$ cat src/rtl/ldpc_iter_ctrl.sv
// ldpc_iter_ctrl: iteration sequencer for the QC-LDPC H-matrix interleaving path.
// Drives en_load / f_one_iteration and the H-matrix ROM address, counts decoder
// iterations, terminates on syndrome result or iteration limit, and reports
// through a start/done handshake.
//
// state  | meaning
// IDLE   | waiting for start
// INIT   | one-cycle clear pulse to the interleaving unit
// LOAD   | ROW_GROUPS*SUB_CYCLES load cycles, rom_addr walking 0..N-1
// WAIT   | waiting for the parity-check result
// DONE   | one-cycle completion pulse
module ldpc_iter_ctrl #(
  parameter int ROW_GROUPS = 4,
  parameter int SUB_CYCLES = 4,
  parameter int ADDR_W     = 4,
  parameter int MAX_ITER   = 10,
  parameter int ITER_W     = 5
) (
  input  logic              clk,
  input  logic              rst_n,
  input  logic              start,
  input  logic              abort,
  input  logic              syndrome_valid,
  input  logic              syndrome_ok,
  input  logic              load_to_interleaving,
  output logic              en_load,
  output logic              f_one_iteration,
  output logic [ADDR_W-1:0] rom_addr,
  output logic [ITER_W-1:0] iter_cnt,
  output logic              busy,
  output logic              done,
  output logic              decode_ok,
  output logic              sync_err
);

  localparam int SUB_W = (SUB_CYCLES > 1) ? $clog2(SUB_CYCLES) : 1;
  localparam logic [SUB_W-1:0]  SUB_LAST  = SUB_W'(SUB_CYCLES - 1);
  localparam logic [ADDR_W-1:0] ADDR_LAST = ADDR_W'(ROW_GROUPS * SUB_CYCLES - 1);
  localparam logic [ITER_W-1:0] ITER_LAST = ITER_W'(MAX_ITER - 1);

  typedef enum logic [2:0] {
    S_IDLE,
    S_INIT,
    S_LOAD,
    S_WAIT,
    S_DONE
  } state_t;

  state_t           state;
  // Tracks rom_addr mod SUB_CYCLES without a divider for non-power-of-two sizes.
  logic [SUB_W-1:0] sub;

  // Sequencer FSM; every output is registered alongside the state.
  always_ff @(posedge clk or negedge rst_n) begin
    if (!rst_n) begin
      state           <= S_IDLE;
      sub             <= '0;
      en_load         <= 1'b0;
      f_one_iteration <= 1'b0;
      rom_addr        <= '0;
      iter_cnt        <= '0;
      busy            <= 1'b0;
      done            <= 1'b0;
      decode_ok       <= 1'b0;
      sync_err        <= 1'b0;
    end else begin
      f_one_iteration <= 1'b0;
      done            <= 1'b0;

      // The interleaving unit must flag row-group completion exactly on the
      // last sub-load; the check runs even on a LOAD cycle that gets aborted.
      if (state == S_LOAD && (load_to_interleaving != (sub == SUB_LAST))) begin
        sync_err <= 1'b1;
      end

      if (abort && (state == S_INIT || state == S_LOAD || state == S_WAIT)) begin
        state           <= S_IDLE;
        f_one_iteration <= 1'b1;
        en_load         <= 1'b0;
        rom_addr        <= '0;
        busy            <= 1'b0;
        decode_ok       <= 1'b0;
      end else begin
        case (state)
          S_IDLE: begin
            if (start) begin
              state           <= S_INIT;
              f_one_iteration <= 1'b1;
              en_load         <= 1'b0;
              rom_addr        <= '0;
              iter_cnt        <= '0;
              sync_err        <= 1'b0;
              decode_ok       <= 1'b0;
              busy            <= 1'b1;
            end
          end
          S_INIT: begin
            state    <= S_LOAD;
            en_load  <= 1'b1;
            rom_addr <= '0;
            sub      <= '0;
          end
          S_LOAD: begin
            if (rom_addr == ADDR_LAST) begin
              state    <= S_WAIT;
              en_load  <= 1'b0;
              rom_addr <= '0;
            end else begin
              rom_addr <= rom_addr + ADDR_W'(1);
              sub      <= (sub == SUB_LAST) ? '0 : sub + SUB_W'(1);
            end
          end
          S_WAIT: begin
            if (syndrome_valid) begin
              if (syndrome_ok) begin
                state     <= S_DONE;
                done      <= 1'b1;
                decode_ok <= 1'b1;
                busy      <= 1'b0;
              end else if (iter_cnt == ITER_LAST) begin
                state     <= S_DONE;
                done      <= 1'b1;
                decode_ok <= 1'b0;
                busy      <= 1'b0;
              end else begin
                state           <= S_INIT;
                f_one_iteration <= 1'b1;
                iter_cnt        <= iter_cnt + ITER_W'(1);
              end
            end
          end
          S_DONE: begin
            state <= S_IDLE;
          end
          default: begin
            state <= S_IDLE;
          end
        endcase
      end
    end
  end

endmodule

$ cat config.mk
export PLATFORM = sky130hd
export DESIGN_NAME = ldpc_iter_ctrl
export DESIGN_NICKNAME = d
export VERILOG_FILES = /design/src/rtl/ldpc_iter_ctrl.sv
export SDC_FILE = /design/constraint.sdc
export NUM_CORES = 1
export LEC_CHECK = 0
export ABC_AREA = 1
export CAP_MARGIN = 0
export CORE_MARGIN = 2
export CORE_UTILIZATION = 50
export DETAILED_ROUTE_END_ITERATION = 6
export PLACE_DENSITY = 0.78
export SLEW_MARGIN = 20
export SYNTH_ARGS = -nofsm -noshare
export SYNTH_HDL_FRONTEND = slang
export SYNTH_SLANG_ARGS = --single-unit
$ cat constraint.sdc
create_clock -name clk -period 3.2 [get_ports clk]
set_clock_uncertainty 0.05 [all_clocks]
set_input_delay 0.64 -clock clk [delete_from_list [all_inputs] [get_ports clk]]
set_output_delay 0.64 -clock clk [all_outputs]
set_load 0.02 [all_outputs]
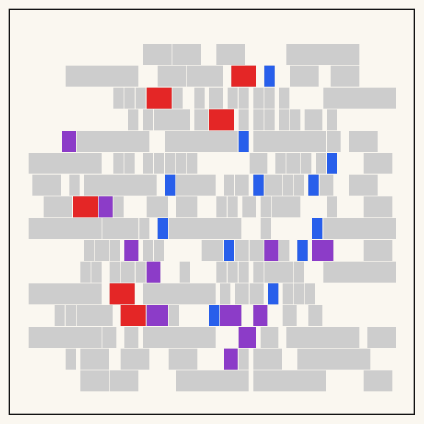
Figure 1: run 1, selected gate families.
Drawn at 8 px/um.
legend:
  XOR/XNOR gates:
    colour: red
    cells: 6
    most_used: xor2_1
  inverting AOI/OAI gates:
    colour: purple
    cells: 11
    most_used: o21ai_0
  inverters:
    colour: blue
    cells: 12
    most_used: inv_1

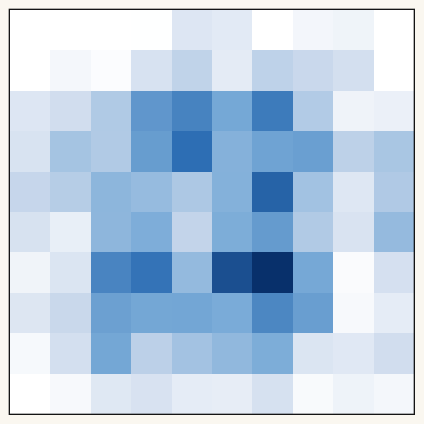
Figure 2: run 1, routed metal per tile.
Drawn at 8 px/um. The die is cut into 10 by 10 equal tiles; white is low, dark blue is high, scaled to the fullest tile. Values are wire area over tile area, all layers added.
tiles over half the peak: 21%
mean over tiles: 0.13
fullest tile: 0.46
nearly empty tiles: 10%
densest ninth of the die: centre
emptiest ninth of the die: upper left

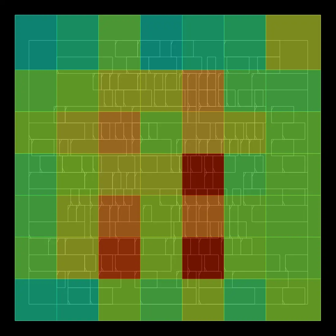
Figure 3: run 1, routing congestion map.
most used routing layer: met2
global routing usage on met3: 0.0387
met2 Track Usage GR: 0.327
Final Util: 0.679
grt met1 use: 0.244

==> flow_metrics.env, run 1 <==
# flow metrics
export IMPL_power_clock_total_w=0.000143
export IMPL_largest_register_ffs=5
export IMPL_detailedRoute_firstIterationViolations=17
export IMPL_cts_hold_buffers=0
export IMPL_floorplan_die_height_um=50.4
export IMPL_fin_worst_hold_slack_ps=452
export IMPL_top_area_frac=0.464
export IMPL_critical_path_buf_inv_count=1
export IMPL_detailroute_via_count=969
export IMPL_report_final_setup_viol=0
export IMPL_die_width_um=50.4
export IMPL_comb_share=0.392
export IMPL_timing_rr_start="iter_cnt[0]$_DFFE_PN0P_"
export IMPL_cpLargestDelayFamily="buffers and inverters"
export IMPL_post_cts_resized=0
export IMPL_clock_sinks=20
export IMPL_grt_start_max_net_pins=21
export IMPL_layout_area_comb_um2=533
export IMPL_power_combinational_total_w=0.000412
export IMPL_tightest_slew_ps=896
export IMPL_power_internal_w=0.000535
export IMPL_most_numerous_logic_cells_after_layout="sky130_fd_sc_hd__nand2_1 (45), sky130_fd_sc_hd__clkdlybuf4s50_1 (21), sky130_fd_sc_hd__dfrtp_1 (20)"
export IMPL_topRoutingLayerUsed="met4"
export IMPL_ranking_of_synthesized_cells_by_area="sky130_fd_sc_hd__dfrtp_1 (46%), sky130_fd_sc_hd__nand2_1 (16%), sky130_fd_sc_hd__nand3_1 (7.0%), sky130_fd_sc_hd__nor2_1 (6.3%), sky130_fd_sc_hd__ha_1 (4.6%)"
export IMPL_worst_hold_startpoint="en_load$_DFFE_PN0P_"
export IMPL_top_power_group="combinational cells"
export IMPL_netlist_instances=139
export IMPL_totalNegativeSetupSlack_ps=0
export IMPL_synthesis_area_um2=1080
export IMPL_tool_warnings=27
export IMPL_cts_reportedPaths_clkPinSlew_ps=110
export IMPL_synth_comb_largest_family="simple AND/OR/NAND/NOR gates"
export IMPL_length_of_routed_met2_wiring_um=1050
export IMPL_routed_wl_met3_um=96
export IMPL_preCtsSetupSlack_ps=1130
export IMPL_crit_path_start="iter_cnt[2]$_DFFE_PN0P_"
export IMPL_top_area_cell_class="logic gates"
export IMPL_largestRegisters="iter_cnt x5, rom_addr x4, state x3"
export IMPL_ratio_of_routed_vias_to_standard_cells=5.07
export IMPL_finalCritPeriodShare=0.648
export IMPL_fp_util=0.539
export IMPL_layout_top_cell_excl_fill_tap="sky130_fd_sc_hd__nand2_1"
export IMPL_cell_count_along_the_critical_path=1
export IMPL_max_slew_margin=0.401
export IMPL_layout_nonclk_buf_frac=0.155
export IMPL_portBuffers=21
export IMPL_timing_critical_path_to_type="output pin"
export IMPL_tapcell_inserted=27
export IMPL_seq_cell_share=0.368
export IMPL_drc=0
export IMPL_critPathArrivalTime_ps=1380
export IMPL_largest_area_cell="sky130_fd_sc_hd__dfrtp_1"
export IMPL_yosysSeqAreaShare=0.464
export IMPL_synthesis_area_per_instance_um2=7.76
export IMPL_ys_cells=139
export IMPL_critical_path_endpoint="iter_cnt[2]"
export IMPL_globalRoute_totalOverflow=0
export IMPL_synth_async_sr_flop_share=1.00
export IMPL_final_nets=176
export IMPL_wl_met1_um=1010
export IMPL_timing_critical_path_from_type="flop"
export IMPL_drt_total_wl_um=2170
export IMPL_largest_register="iter_cnt"
export IMPL_gr_usage_all_layers=0.192
export IMPL_clockBufferDepth=2
export IMPL_number_of_pins_exceeding_their_max_slew_limit_in_the_final_report=0
export IMPL_detailed_place_hpwl_um=1680
export IMPL_sequential_cell_total=20
export IMPL_drt_wirelength_per_cell_um=11.3
export IMPL_postRouteAntennaNets=0
export IMPL_first_pass_iters=4
export IMPL_cts_root_buf="sky130_fd_sc_hd__clkbuf_4"
export IMPL_clock_latency_ps=290
export IMPL_netSwitchingFraction=0.416
export IMPL_multi_input_gates=107
export IMPL_status="finished, final reports clean"
export IMPL_layout_drive_gt1_share=0.0671
export IMPL_seq_power_share=0.393
export IMPL_cts_buffers_inserted=3
export IMPL_core_area_um2=2000
export IMPL_power_net_switching_w=0.000381
export IMPL_worst_r2r_cell_count=10
export IMPL_grt_pass1_wl_um=3820
export IMPL_yosys_area_share_adder=0.0464
export IMPL_num_antenna_cells=0
export IMPL_fin_hold_viols=0
export IMPL_fin_area_um2=1360
export IMPL_dominantRegCellSynth="sky130_fd_sc_hd__dfrtp_1"
export IMPL_dpl_instance_area_um2=1320
export IMPL_setup_repair_after_global_routing_missed_its_margin="no"
==> run 1 -> run 2 <==
Clock period 3.2 ns to 2 ns, I/O delays scaled along.
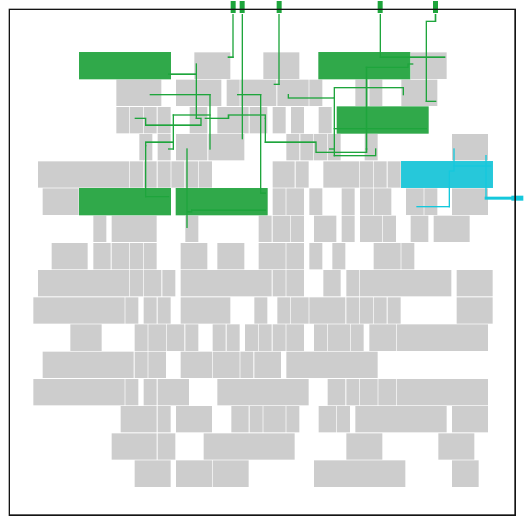
Figure 4: run 2, port wiring.
Drawn at 10 px/um.
legend:
  `decode_ok`:
    colour: cyan
    direction: output
    edge: right
    end_cells: 1
    buffers: 1
    wire: 19.9 um
  `iter_cnt`:
    colour: green
    direction: output
    edge: top
    end_cells: 5
    buffers: 5
    wire: 188 um

==> run 2 against run 1 <==
Compared with the run above:
- routed wire length is 0.55% higher
- worst setup slack got worse by 970 ps
- utilization increased by 0.75 points
- first-iteration DRC count rose by 35%
- clock power up 64%
- largest power group unchanged
- highest routed layer unchanged
==> flow_metrics.env, run 2 <==
# flow metrics
export IMPL_status="finished, final reports clean"
export IMPL_critPathArrivalTime_ps=1400
export IMPL_power_clock_total_w=0.000235
export IMPL_top_area_frac=0.464
export IMPL_fp_util=0.539
export IMPL_num_nonclk_inverters=12
export IMPL_grt_busiest_layer="met2"
export IMPL_first_pass_iters=4
export IMPL_ys_cells=139
export IMPL_die_area_um2=2540
export IMPL_seq_cell_share=0.364
export IMPL_grt_start_max_net_pins=21
export IMPL_preCtsSetupSlack_ps=249
export IMPL_yosysSeqAreaShare=0.464
export IMPL_tapcell_inserted=27
export IMPL_drt_wirelength_per_cell_um=11.3
export IMPL_reg2reg_to="iter_cnt[1]$_DFFE_PN0P_"
export IMPL_fin_worst_hold_slack_ps=376
export IMPL_portBuffers=21
export IMPL_power_w=0.00149
export IMPL_yosys_area_share_adder=0.0464
export IMPL_drc=0
export IMPL_num_clock_buffers=4
export IMPL_first_global_vias=921
export IMPL_cts_buffers_inserted=3
export IMPL_globalRoute_totalOverflow=0
export IMPL_synthTopCellsByCount="sky130_fd_sc_hd__nand2_1 (45), sky130_fd_sc_hd__dfrtp_1 (20), sky130_fd_sc_hd__nor2_1 (18)"
export IMPL_synthesis_area_um2=1080
export IMPL_layout_drive_gt1_share=0.0783
export IMPL_tool_warnings=27
export IMPL_tritoncts_clock_tree="built"
export IMPL_largest_area_cell="sky130_fd_sc_hd__dfrtp_1"
export IMPL_routed_wl_met3_um=70
export IMPL_gr_usage_all_layers=0.201
export IMPL_clock_latency_ps=290
export IMPL_fin_ws_ps=153
export IMPL_totalNegativeSetupSlack_ps=0
export IMPL_dominantRegCellSynth="sky130_fd_sc_hd__dfrtp_1"
export IMPL_synth_comb_largest_family="simple AND/OR/NAND/NOR gates"
export IMPL_post_synth_cell_types=20
export IMPL_report_final_setup_viol=0
export IMPL_power_internal_w=0.000868
export IMPL_timing_rr_start="iter_cnt[0]$_DFFE_PN0P_"
export IMPL_cts_reportedPaths_clkPinSlew_ps=120
export IMPL_detailedRoute_firstIterationViolations=23
export IMPL_wl_met1_um=1050
export IMPL_grt_use_met3=0.0357
export IMPL_netSwitchingFraction=0.417
export IMPL_worst_r2r_cell_count=10
export IMPL_layout_core_utilization=0.686
export IMPL_muxShareOfSynthArea=0
export IMPL_topRoutingLayerUsed="met4"
export IMPL_fin_hold_viols=0
export IMPL_power_net_switching_w=0.000621
export IMPL_synth_async_sr_flop_share=1.00
export IMPL_clockBufferDepth=2
export IMPL_seq_power_share=0.386
export IMPL_dpl_instance_area_um2=1340
export IMPL_htreeDepth=1
export IMPL_top_area_cell_class="logic gates"
export IMPL_num_antenna_cells=0
export IMPL_fmax_mhz=541
export IMPL_power_ir_vdd_worst_mv=0.741
export IMPL_largest_register_ffs=5
export IMPL_cpLargestDelayFamily="buffers and inverters"
export IMPL_post_cts_resized=0
export IMPL_final_nets=178
export IMPL_finalCritPeriodShare=0.924
export IMPL_worstPathRequired_ps=1550
export IMPL_largestRegisters="iter_cnt x5, rom_addr x4, state x3"
export IMPL_ratio_of_routed_vias_to_standard_cells=5.01
export IMPL_share_clk_of_total_power=0.158
export IMPL_synthToLayoutAreaGrowth_pct=27.4
export IMPL_yosys_warnings=0
export IMPL_ranking_of_synthesized_cells_by_area="sky130_fd_sc_hd__dfrtp_1 (46%), sky130_fd_sc_hd__nand2_1 (16%), sky130_fd_sc_hd__nand3_1 (7.0%), sky130_fd_sc_hd__nor2_1 (6.3%), sky130_fd_sc_hd__ha_1 (4.6%)"
export IMPL_core_area_um2=2000
export IMPL_cts_hold_buffers=0
export IMPL_top_power_group="combinational cells"
export IMPL_sequential_cell_total=20
export IMPL_critical_path_buf_inv_count=1
export IMPL_cell_count_along_the_critical_path=1
export IMPL_synthesis_area_per_instance_um2=7.76
export IMPL_regArea_um2=500
export IMPL_setup_repair_after_global_routing_missed_its_margin="no"
export IMPL_floorplan_die_height_um=50.4
export IMPL_crit_path_start="iter_cnt[2]$_DFFE_PN0P_"
export IMPL_max_cap_viol_count=0
export IMPL_number_of_pins_exceeding_their_max_slew_limit_in_the_final_report=0
export IMPL_timing_critical_path_to_type="output pin"
export IMPL_cts_root_buf="sky130_fd_sc_hd__clkbuf_4"
export IMPL_synth_most_common_cell="sky130_fd_sc_hd__nand2_1"
export IMPL_timing_critical_path_fanout_max=6
export IMPL_layout_top_cell_excl_fill_tap="sky130_fd_sc_hd__nand2_1"
export IMPL_power_combinational_total_w=0.000679
export IMPL_enable_flop_cells=0
export IMPL_layout_nonclk_buf_frac=0.164
export IMPL_detailed_place_hpwl_um=1680
export IMPL_timing_critical_path_from_type="flop"
export IMPL_critical_path_endpoint="iter_cnt[2]"
export IMPL_fin_area_um2=1370
export IMPL_floorplan_rows=16
export IMPL_most_numerous_logic_cells_after_layout="sky130_fd_sc_hd__nand2_1 (45), sky130_fd_sc_hd__clkdlybuf4s50_1 (21), sky130_fd_sc_hd__dfrtp_1 (20)"
export IMPL_comb_share=0.388
export IMPL_multi_input_gates=107
export IMPL_gr_usage_met1=0.276
export IMPL_clock_cell_area_share=0.0264
export IMPL_length_of_routed_met2_wiring_um=1050
export IMPL_max_slew_margin=0.831
export IMPL_grt_pass1_wl_um=3900
export IMPL_compound_area_frac=0.0592
export IMPL_layout_area_comb_um2=533
export IMPL_netlist_instances=139
export IMPL_largest_register="iter_cnt"
export IMPL_detailroute_via_count=966
export IMPL_postRouteAntennaNets=0
export IMPL_clock_sinks=20
export IMPL_die_width_um=50.4
export IMPL_gr_usage_met2=0.329
export IMPL_drt_total_wl_um=2180
export IMPL_tightest_slew_ps=254
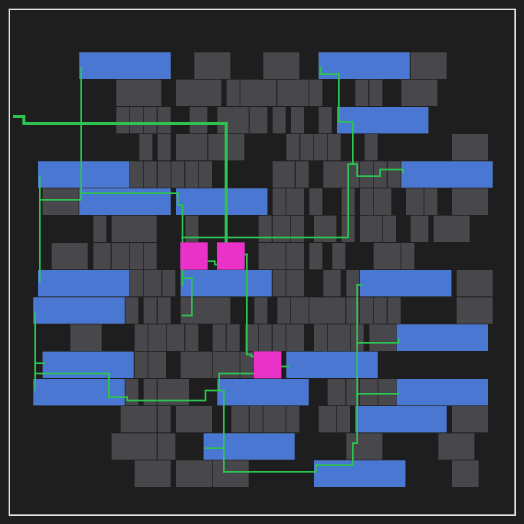
Figure 5: run 2, clock distribution.
Drawn at 10 px/um.
legend:
  cells driving clock nets:
    colour: magenta
    count: 3
  clock wires:
    colour: green
    length: 242 um
  flip-flops:
    colour: blue
    count: 20
flops lie: spread over the die

==> run 2 -> run 3 <==
Settings changed: CORE_MARGIN 2 to unset.
==> run 3 against run 2 <==
Compared with the run above:
- clock power rose by 2%
- register-to-register slack about the same
- sequential share of layout area unchanged
- synthesized cell count unchanged
- count of clock-buffer cells in the layout unchanged
- utilization stayed put
- final cell count is the same
- largest power group unchanged
==> flow_metrics.env, run 3 <==
# flow metrics
export IMPL_status="finished, final reports clean"
export IMPL_topRoutingLayerUsed="met4"
export IMPL_layout_core_utilization=0.686
export IMPL_fin_area_um2=1370
export IMPL_yosysSeqAreaShare=0.464
export IMPL_top_area_frac=0.464
export IMPL_fmax_mhz=533
export IMPL_cts_root_buf="sky130_fd_sc_hd__clkbuf_4"
export IMPL_preCtsSetupSlack_ps=220
export IMPL_power_internal_w=0.000868
export IMPL_tritoncts_clock_tree="built"
export IMPL_netlist_instances=139
export IMPL_share_clk_of_total_power=0.161
export IMPL_tightest_slew_ps=259
export IMPL_ranking_of_synthesized_cells_by_area="sky130_fd_sc_hd__dfrtp_1 (46%), sky130_fd_sc_hd__nand2_1 (16%), sky130_fd_sc_hd__nand3_1 (7.0%), sky130_fd_sc_hd__nor2_1 (6.3%), sky130_fd_sc_hd__ha_1 (4.6%)"
export IMPL_largest_area_cell="sky130_fd_sc_hd__dfrtp_1"
export IMPL_synthesis_area_per_instance_um2=7.76
export IMPL_critical_path_buf_inv_count=1
export IMPL_setup_repair_after_global_routing_missed_its_margin="no"
export IMPL_regArea_um2=500
export IMPL_die_area_um2=2350
export IMPL_dpl_instance_area_um2=1340
export IMPL_floorplan_rows=16
export IMPL_cts_buffers_inserted=3
export IMPL_fp_util=0.539
export IMPL_finalCritPeriodShare=0.937
export IMPL_netSwitchingFraction=0.418
export IMPL_num_nonclk_inverters=12
export IMPL_tool_warnings=27
export IMPL_synthesis_area_um2=1080
export IMPL_synthToLayoutAreaGrowth_pct=27.4
export IMPL_critical_path_endpoint="iter_cnt[2]"
export IMPL_largest_register="iter_cnt"
export IMPL_clock_cell_area_share=0.0264
export IMPL_drt_total_wl_um=2210
export IMPL_post_cts_resized=0
export IMPL_dominantRegCellSynth="sky130_fd_sc_hd__dfrtp_1"
export IMPL_power_combinational_total_w=0.000674
export IMPL_gr_usage_met2=0.359
export IMPL_enable_flop_cells=0
export IMPL_num_clock_buffers=4
export IMPL_max_slew_margin=0.827
export IMPL_fin_worst_hold_slack_ps=366
export IMPL_first_global_vias=928
export IMPL_die_width_um=48.4
export IMPL_drc=0
export IMPL_top_area_cell_class="logic gates"
export IMPL_layout_drive_gt1_share=0.0783
export IMPL_layout_nonclk_buf_frac=0.164
export IMPL_worstPathRequired_ps=1550
export IMPL_cts_hold_buffers=0
export IMPL_muxShareOfSynthArea=0
export IMPL_globalRoute_totalOverflow=0
export IMPL_layout_top_cell_excl_fill_tap="sky130_fd_sc_hd__nand2_1"
export IMPL_critical_path_max_stage_delay_ps=640
export IMPL_top_power_group="combinational cells"
export IMPL_worst_r2r_cell_count=10
export IMPL_drt_wirelength_per_cell_um=11.5
export IMPL_tapcell_inserted=27
export IMPL_core_area_um2=2000
export IMPL_portBuffers=21
export IMPL_synth_comb_largest_family="simple AND/OR/NAND/NOR gates"
export IMPL_largest_register_ffs=5
export IMPL_number_of_pins_exceeding_their_max_slew_limit_in_the_final_report=0
export IMPL_floorplan_die_height_um=48.4
export IMPL_final_nets=178
export IMPL_synthTopCellsByCount="sky130_fd_sc_hd__nand2_1 (45), sky130_fd_sc_hd__dfrtp_1 (20), sky130_fd_sc_hd__nor2_1 (18)"
export IMPL_clock_sinks=20
export IMPL_yosys_area_share_adder=0.0464
export IMPL_postRouteAntennaNets=0
export IMPL_largestRegisters="iter_cnt x5, rom_addr x4, state x3"
export IMPL_reg2reg_to="iter_cnt[2]$_DFFE_PN0P_"
export IMPL_htreeDepth=1
export IMPL_routed_wl_met3_um=95
export IMPL_ys_cells=139
export IMPL_seq_power_share=0.387
export IMPL_detailed_place_hpwl_um=1690
export IMPL_synth_async_sr_flop_share=1.00
export IMPL_totalNegativeSetupSlack_ps=0
export IMPL_comb_share=0.388
export IMPL_detailroute_via_count=978
export IMPL_critPathArrivalTime_ps=1420
export IMPL_timing_critical_path_to_type="output pin"
export IMPL_most_numerous_logic_cells_after_layout="sky130_fd_sc_hd__nand2_1 (45), sky130_fd_sc_hd__clkdlybuf4s50_1 (21), sky130_fd_sc_hd__dfrtp_1 (20)"
export IMPL_multi_input_gates=107
export IMPL_gr_usage_met1=0.270
export IMPL_sequential_cell_total=20
export IMPL_fin_hold_viols=0
export IMPL_layout_area_comb_um2=533
export IMPL_synth_most_common_cell="sky130_fd_sc_hd__nand2_1"
export IMPL_detailedRoute_firstIterationViolations=27
export IMPL_grt_start_max_net_pins=21
export IMPL_length_of_routed_met2_wiring_um=1070
export IMPL_cts_reportedPaths_clkPinSlew_ps=110
export IMPL_first_pass_iters=4
export IMPL_power_ir_vdd_worst_mv=0.669
export IMPL_post_synth_cell_types=20
export IMPL_max_cap_viol_count=0
export IMPL_num_antenna_cells=0
export IMPL_power_w=0.00149
export IMPL_gr_usage_all_layers=0.216
export IMPL_wl_met1_um=1000
export IMPL_grt_use_met3=0.0346
export IMPL_compound_area_frac=0.0592
export IMPL_crit_path_start="iter_cnt[2]$_DFFE_PN0P_"
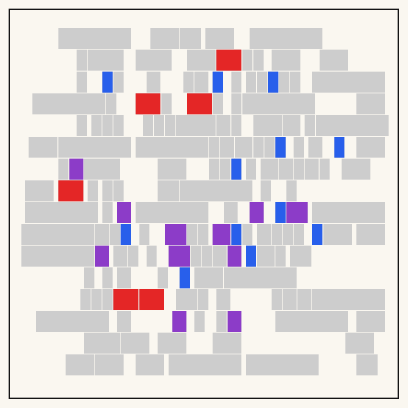
Figure 6: run 3, selected gate families.
Drawn at 8 px/um.
legend:
  inverting AOI/OAI gates:
    colour: purple
    cells: 11
    most_used: o21ai_0
  XOR/XNOR gates:
    colour: red
    cells: 6
    most_used: xor2_1
  inverters:
    colour: blue
    cells: 12
    most_used: inv_1

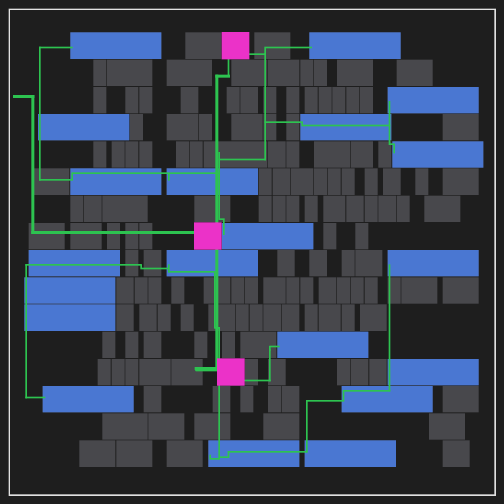
Figure 7: run 3, clock distribution.
Drawn at 10 px/um.
legend:
  clock wires:
    colour: green
    length: 259 um
  flip-flops:
    colour: blue
    count: 20
  cells driving clock nets:
    colour: magenta
    count: 3
flops lie: spread over the die

Power and IR drop assume default switching activity.
